==> src/rtl/pe_row_mac_pkg.sv <==
// Shared types and helpers for the row-stationary PE: FSM states,
// accumulator sizing and the output clamp.
package pe_pkg;

    typedef enum logic [2:0] {
        ST_IDLE    = 3'd0,
        ST_MAC     = 3'd1,
        ST_WAIT_CH = 3'd2,
        ST_FINAL   = 3'd3,
        ST_OUT     = 3'd4
    } pe_state_t;

    localparam int CLAMP_W = 64;

    typedef struct packed {
        logic                      sat;
        logic signed [CLAMP_W-1:0] val;
    } clamp_t;

    // Full product width plus enough headroom for every tap of every channel and the seed.
    function automatic int acc_width(input int data_w, input int fil_s, input int num_ch);
        return 32'sd2 * data_w + $clog2(fil_s * num_ch + 32'sd1) + 32'sd1;
    endfunction

    function automatic clamp_t clamp(input logic signed [CLAMP_W-1:0] v, input int data_w);
        logic signed [CLAMP_W-1:0] hi;
        logic signed [CLAMP_W-1:0] lo;
        clamp_t                    r;
        hi = (64'sd1 <<< (data_w - 32'sd1)) - 64'sd1;
        lo = -(64'sd1 <<< (data_w - 32'sd1));
        if (v > hi) begin
            r.sat = 1'b1;
            r.val = hi;
        end else if (v < lo) begin
            r.sat = 1'b1;
            r.val = lo;
        end else begin
            r.sat = 1'b0;
            r.val = v;
        end
        return r;
    endfunction

endpackage

==> src/rtl/pe_row_mac_mac.sv <==
// Single signed multiplier with an accumulate-select adder; the caller
// owns the accumulator registers.
module pe_mac #(
    parameter int DATA_W = 16,
    parameter int ACC_W  = 35
) (
    input  logic signed [DATA_W-1:0] a,
    input  logic signed [DATA_W-1:0] b,
    input  logic signed [ACC_W-1:0]  acc_in,
    input  logic                     en,
    output logic signed [ACC_W-1:0]  acc_out
);

    logic signed [2*DATA_W-1:0] prod;

    // Full-width product, sign-extended into the accumulator when enabled.
    always_comb begin
        prod = a * b;
        if (en) begin
            acc_out = acc_in + ACC_W'(prod);
        end else begin
            acc_out = acc_in;
        end
    end

endmodule

==> src/rtl/pe_row_mac.sv <==
// Row-stationary PE: time-multiplexed MAC over FIL_S taps x DO_W outputs per
// channel, psum seeding, then saturating (optionally rectified) result row.
module pe_row_mac
    import pe_pkg::*;
#(
    parameter int DATA_W = 16,
    parameter int FIL_S  = 3,
    parameter int DI_W   = 7,
    parameter int NUM_CH = 1
) (
    input  logic                                clk,
    input  logic                                rst,
    input  logic                                in_valid,
    output logic                                in_ready,
    input  logic [FIL_S-1:0][DATA_W-1:0]        filter_in,
    input  logic [DI_W-1:0][DATA_W-1:0]         data_in,
    input  logic [DI_W-FIL_S:0][DATA_W-1:0]     psum_in,
    input  logic                                relu_en,
    output logic                                out_valid,
    input  logic                                out_ready,
    output logic [DI_W-FIL_S:0][DATA_W-1:0]     psum_out,
    output logic                                sat_flag
);

    localparam int DO_W  = DI_W - FIL_S + 1;
    localparam int ACC_W = acc_width(DATA_W, FIL_S, NUM_CH);
    localparam int KW    = (FIL_S  > 1) ? $clog2(FIL_S)  : 1;
    localparam int JW    = (DO_W   > 1) ? $clog2(DO_W)   : 1;
    localparam int CW    = (NUM_CH > 1) ? $clog2(NUM_CH) : 1;
    localparam int IW    = (DI_W   > 1) ? $clog2(DI_W)   : 1;

    pe_state_t                     state_r;
    logic [KW-1:0]                 k_r;
    logic [JW-1:0]                 j_r;
    logic [CW-1:0]                 ch_r;
    logic                          relu_r;
    logic [FIL_S-1:0][DATA_W-1:0]  filter_r;
    logic [DI_W-1:0][DATA_W-1:0]   data_r;
    logic signed [ACC_W-1:0]       acc_r [DO_W];

    logic [IW-1:0]                 idx_s;
    logic signed [DATA_W-1:0]      mac_a_s;
    logic signed [DATA_W-1:0]      mac_b_s;
    logic signed [ACC_W-1:0]       mac_acc_s;
    logic                          mac_en_s;
    logic signed [ACC_W-1:0]       mac_out_s;
    clamp_t                        cl_s;
    logic [DATA_W-1:0]             res_s [DO_W];
    logic                          sat_any_s;

    // Handshake flags decode straight from the state register; in_ready drops while rst is held.
    always_comb begin
        in_ready  = !rst && ((state_r == ST_IDLE) || (state_r == ST_WAIT_CH));
        out_valid = (state_r == ST_OUT);
    end

    // Operand select for the shared MAC: tap k of the filter against ifmap element j+k.
    always_comb begin
        idx_s     = IW'(j_r) + IW'(k_r);
        mac_a_s   = $signed(filter_r[k_r]);
        mac_b_s   = $signed(data_r[idx_s]);
        mac_acc_s = acc_r[j_r];
        mac_en_s  = (state_r == ST_MAC);
    end

    pe_mac #(
        .DATA_W (DATA_W),
        .ACC_W  (ACC_W)
    ) u_mac (
        .a       (mac_a_s),
        .b       (mac_b_s),
        .acc_in  (mac_acc_s),
        .en      (mac_en_s),
        .acc_out (mac_out_s)
    );

    // Clamp each accumulator to DATA_W, then rectify; saturation is flagged before rectification.
    always_comb begin
        sat_any_s = 1'b0;
        cl_s      = '0;
        for (int i = 0; i < DO_W; i++) begin
            cl_s      = clamp(CLAMP_W'(acc_r[i]), DATA_W);
            sat_any_s = sat_any_s | cl_s.sat;
            if (relu_r && ($signed(cl_s.val) < 64'sd0)) begin
                res_s[i] = '0;
            end else begin
                res_s[i] = cl_s.val[DATA_W-1:0];
            end
        end
    end

    // Job sequencer: accept beats, sweep j (outer) and k (inner), finalise, hold result.
    always_ff @(posedge clk or posedge rst) begin
        if (rst) begin
            state_r  <= ST_IDLE;
            k_r      <= '0;
            j_r      <= '0;
            ch_r     <= '0;
            relu_r   <= 1'b0;
            filter_r <= '0;
            data_r   <= '0;
            psum_out <= '0;
            sat_flag <= 1'b0;
            for (int i = 0; i < DO_W; i++) begin
                acc_r[i] <= '0;
            end
        end else begin
            case (state_r)
                ST_IDLE: begin
                    if (in_valid) begin
                        filter_r <= filter_in;
                        data_r   <= data_in;
                        relu_r   <= relu_en;
                        ch_r     <= '0;
                        k_r      <= '0;
                        j_r      <= '0;
                        for (int i = 0; i < DO_W; i++) begin
                            acc_r[i] <= ACC_W'($signed(psum_in[i]));
                        end
                        state_r  <= ST_MAC;
                    end
                end
                ST_MAC: begin
                    acc_r[j_r] <= mac_out_s;
                    if (k_r == KW'(FIL_S - 1)) begin
                        k_r <= '0;
                        if (j_r == JW'(DO_W - 1)) begin
                            j_r <= '0;
                            if (ch_r < CW'(NUM_CH - 1)) begin
                                state_r <= ST_WAIT_CH;
                            end else begin
                                state_r <= ST_FINAL;
                            end
                        end else begin
                            j_r <= j_r + JW'(1);
                        end
                    end else begin
                        k_r <= k_r + KW'(1);
                    end
                end
                ST_WAIT_CH: begin
                    if (in_valid) begin
                        filter_r <= filter_in;
                        data_r   <= data_in;
                        ch_r     <= ch_r + CW'(1);
                        state_r  <= ST_MAC;
                    end
                end
                ST_FINAL: begin
                    for (int i = 0; i < DO_W; i++) begin
                        psum_out[i] <= res_s[i];
                    end
                    sat_flag <= sat_any_s;
                    state_r  <= ST_OUT;
                end
                ST_OUT: begin
                    if (out_ready) begin
                        state_r <= ST_IDLE;
                    end
                end
                default: begin
                    state_r <= ST_IDLE;
                end
            endcase
        end
    end

endmodule
==> config.mk <==
export PLATFORM = sky130hd
export DESIGN_NAME = pe_row_mac
export DESIGN_NICKNAME = d
export VERILOG_FILES = /design/src/rtl/pe_row_mac_pkg.sv /design/src/rtl/pe_row_mac_mac.sv /design/src/rtl/pe_row_mac.sv
export SDC_FILE = /design/constraint.sdc
export NUM_CORES = 2
export LEC_CHECK = 0
export ABC_AREA = 1
export CORE_ASPECT_RATIO = 2
export CORE_MARGIN = 5
export CORE_UTILIZATION = 45
export CTS_CLUSTER_DIAMETER = 60
export DETAILED_ROUTE_END_ITERATION = 8
export PLACE_DENSITY_LB_ADDON = 0.3
export RECOVER_POWER = 100
export SYNTH_ARGS = -nofsm -noshare
export SYNTH_HDL_FRONTEND = slang
export SYNTH_SLANG_ARGS = --single-unit
==> constraint.sdc <==
create_clock -name clk -period 14.3 [get_ports clk]
set_input_delay 2.86 -clock clk [delete_from_list [all_inputs] [get_ports clk]]
set_output_delay 2.86 -clock clk [all_outputs]
set_load 0.005 [all_outputs]
==> images/metal_density.png <==
The die is cut into 20 by 39 equal tiles; dark blue is low, red is high, scaled to the fullest tile. Values are wire area over tile area, all layers added.
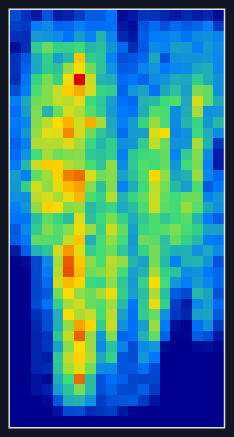
The mean over all tiles is 0.28. 28% of the tiles are over half the peak. 13% of the tiles are nearly empty. The emptiest ninth of the die: bottom right. The fullest tile reaches 0.79.

==> images/clk_routes.png <==
The bar under the picture is 50 um long.
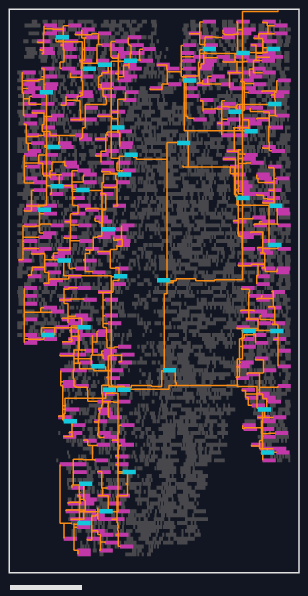
clock drivers: shown in cyan, count 42. clock wires: shown in orange, length 6,100 um. flip-flops: shown in magenta, count 425.
There are 43 routed clock nets.

==> notes.md <==
run results: status=finished, violations left, failing checks=capacitance limit, slew limit, Site Rows=139, synthesis-to-layout area growth=15.8%, Post-Syn Nets=4,488, share of the yosys chip area belonging to registers=0.327, post-route cell area=37,700 um^2, Cell Type Count=53, gp weighted congestion=1.07, CORE AREA=71,800 um^2, CTS clock-pin slew for the worst setup and hold paths=0.07 ns, Post-CTS Setup Repair Bufs=0, H-tree depth=2, drt first-iter violations=2,391, skew final=0.0674 ns, HP Class=flop to flop, # placed instances=4,926, Hold Buf Count CTS=0, GRT Residual Overflow=0, R2R setup slack=3.58 ns, Hold Vio Cnt, Final=0, Hold WS=0.475 ns, Synth Area per Inst=8.52 um^2, total tool warning count=29, PortBufs=327, setup ws final=3.49 ns, pre-CTS setup slack=4.84 ns, drt wl/cell=24.6 um, Post-Synthesis Cells=3,820, YS warnings=0, Fmax=92.5 MHz, Synth flops=425, Crit Path Max Fanout=66, clock sinks=425, WS Path Type=primary input to asynchronous set/reset pin, YS chip area=32,500 um^2, placed cell area=36,400 um^2, via count=28,600, Post-synth EDFFs=0, crit path cell chain=dlygate4sd3_1 -> clkinvlp_2 -> clkbuf_1 -> clkbuf_1 -> clkbuf_2, data arrival time of the critical path=11.21 ns, vias per inst=5.73, Final Non-Filler Cells=5,002, vias in the first global route=30,200, WL final=123,000 um, CP Capture Type=asynchronous set/reset pin, Slowest-stage cell, CP=clkbuf_1, ys flop type=dfrtp_1, Crit path largest cell delay=2.78 ns, CTS resizes=0, Final #Nets=4,722, RSZ-0062 raised after global routing=false, CP startpoint kind=primary input, DRC=0, Die H=390 um, total die area=78,100 um^2, fin crit period=10.81 ns, final setup vio count=0, ant diodes=0, Synth Cell Area=32,500 um^2, Die W=200 um, TritonCTS clock tree=built, final-layout fill cell count=6,746, Longest Clk Path Bufs=3, post-route setup TNS=0 ns, initial antenna violation count=1, DPL Wire Length=96,200 um, Finished Core Util=0.525, Slew Viols, Final=811, fraction of registers with async set/reset=1.00, largest net degree at the start of global routing=163, layout cells sized above 1=0.0668, relative slew slack=-1.80, worst slew pin tran=4.21 ns, total global-route track usage=0.311, max cap viols=20, Worst Path Required=14.70 ns, Final ANT Viol Nets=0, I/O pin cnt=328, first-pass GRT wire length=185,000 um, cell mode on critical path=clkbuf_1, Yosys Instances=3,820, clock root buffer=clkbuf_16, first drt pass iteration count=6, clk_lat worst skew=0.61 ns, total CTS buffers=42, floorplan utilization=0.453, Period Utilization, post-route=0.756
==> metal layers <==
| layer | track usage | vias to the layer above | share of wire |
|---|---|---|---|
| met1 | 0.325 | 14000 | 0.32 |
| met2 | 0.537 | 1494 | 0.49 |
| met5 | 0 | - | 0.00011 |
| met4 | 0.272 | 2 | 0.12 |
| li1 | - | 12600 | - |
| met3 | 0.0531 | 564 | 0.069 |
==> sequential cells by signal, summed over array words and instances, names as in the netlist <==
register / cells
acc_r: 175
j_r: 3
filter_r: 48
psum_out: 80
relu_r: 1
sat_flag: 1
k_r: 2
state_r: 3
data_r: 112
==> worst paths after layout <==
check | start | endpoint | cells past startpoint
min in group asynchronous | rst | acc_r[78] | 2
worst max register to register | k_r[0] | acc_r[21] | 31
worst max-delay path | rst | acc_r[24] | 5
max in group clk | k_r[0] | acc_r[21] | 31
worst min register to register | psum_out[50] | psum_out[50] | 2
worst min-delay path | psum_out[50] | psum_out[50] | 2
==> cells in the mapped netlist (9+ instances only) <==
master	instances	area, um^2
a211oi_1	9	67.6
nor4_1	25	156
a2111oi_0	9	78.8
nand4_1	37	231
nand2_1	847	3180
nor3_1	20	100
inv_2	25	93.8
o21ai_1	37	185
inv_1	582	2180
a21oi_1	204	1020
dfrtp_1	425	10600
buf_2	72	360
clkbuf_1	64	240
o211ai_1	31	233
nand3_1	160	801
fa_1	311	6230
o22ai_1	50	313
o21a_1	32	240
o21ai_0	204	1020
mux2_2	138	1550
nor2_1	290	1090
o21bai_1	9	67.6
a22oi_1	34	255
ha_1	112	1400
buf_6	15	169
==> worst max-delay path: cells and delay by family <==
kind	cells	cell delay (ns)
buffers and inverters	5	8.17
==> kinds of logic (layout without fill, tap and decap cells) <==
| logic type | count (synthesis) | after routing | synth area share |
|---|---|---|---|
| mux | 138 | 138 | 0.0478 |
| fa+ha+maj | 423 | 423 | 0.234 |
| compound gates | 642 | 642 | 0.113 |
| simple gates | 1404 | 1404 | 0.177 |
| xor+xnor | 12 | 12 | 0.00404 |
| buf+inv | 776 | 1042 | 0.0966 |
| flops | 425 | 425 | 0.327 |
==> area by class of cell <==
type | count | area [um^2] | area share
inverter | 610 | 2290 | 0.0608
timing repair buffer | 356 | 3440 | 0.0912
clock buffer | 58 | 1220 | 0.0324
multi-input combinational | 2619 | 18800 | 0.498
sequential | 425 | 10600 | 0.282
clock inverter | 18 | 193 | 0.00511
tap | 916 | 1150 | 0.0304
==> placed cells by master (no fill, tap or decap), types with 42 or more instances in the layout <==
cell type and n:
nand2_1 848, inv_1 587, dfrtp_1 425, fa_1 311, nor2_1 288, clkdlybuf4s50_1 242
o21ai_0 228, a21oi_1 205, nand3_1 160, mux2_2 138, ha_1 112, dlygate4sd3_1 85
o22ai_1 49, clkbuf_16 42
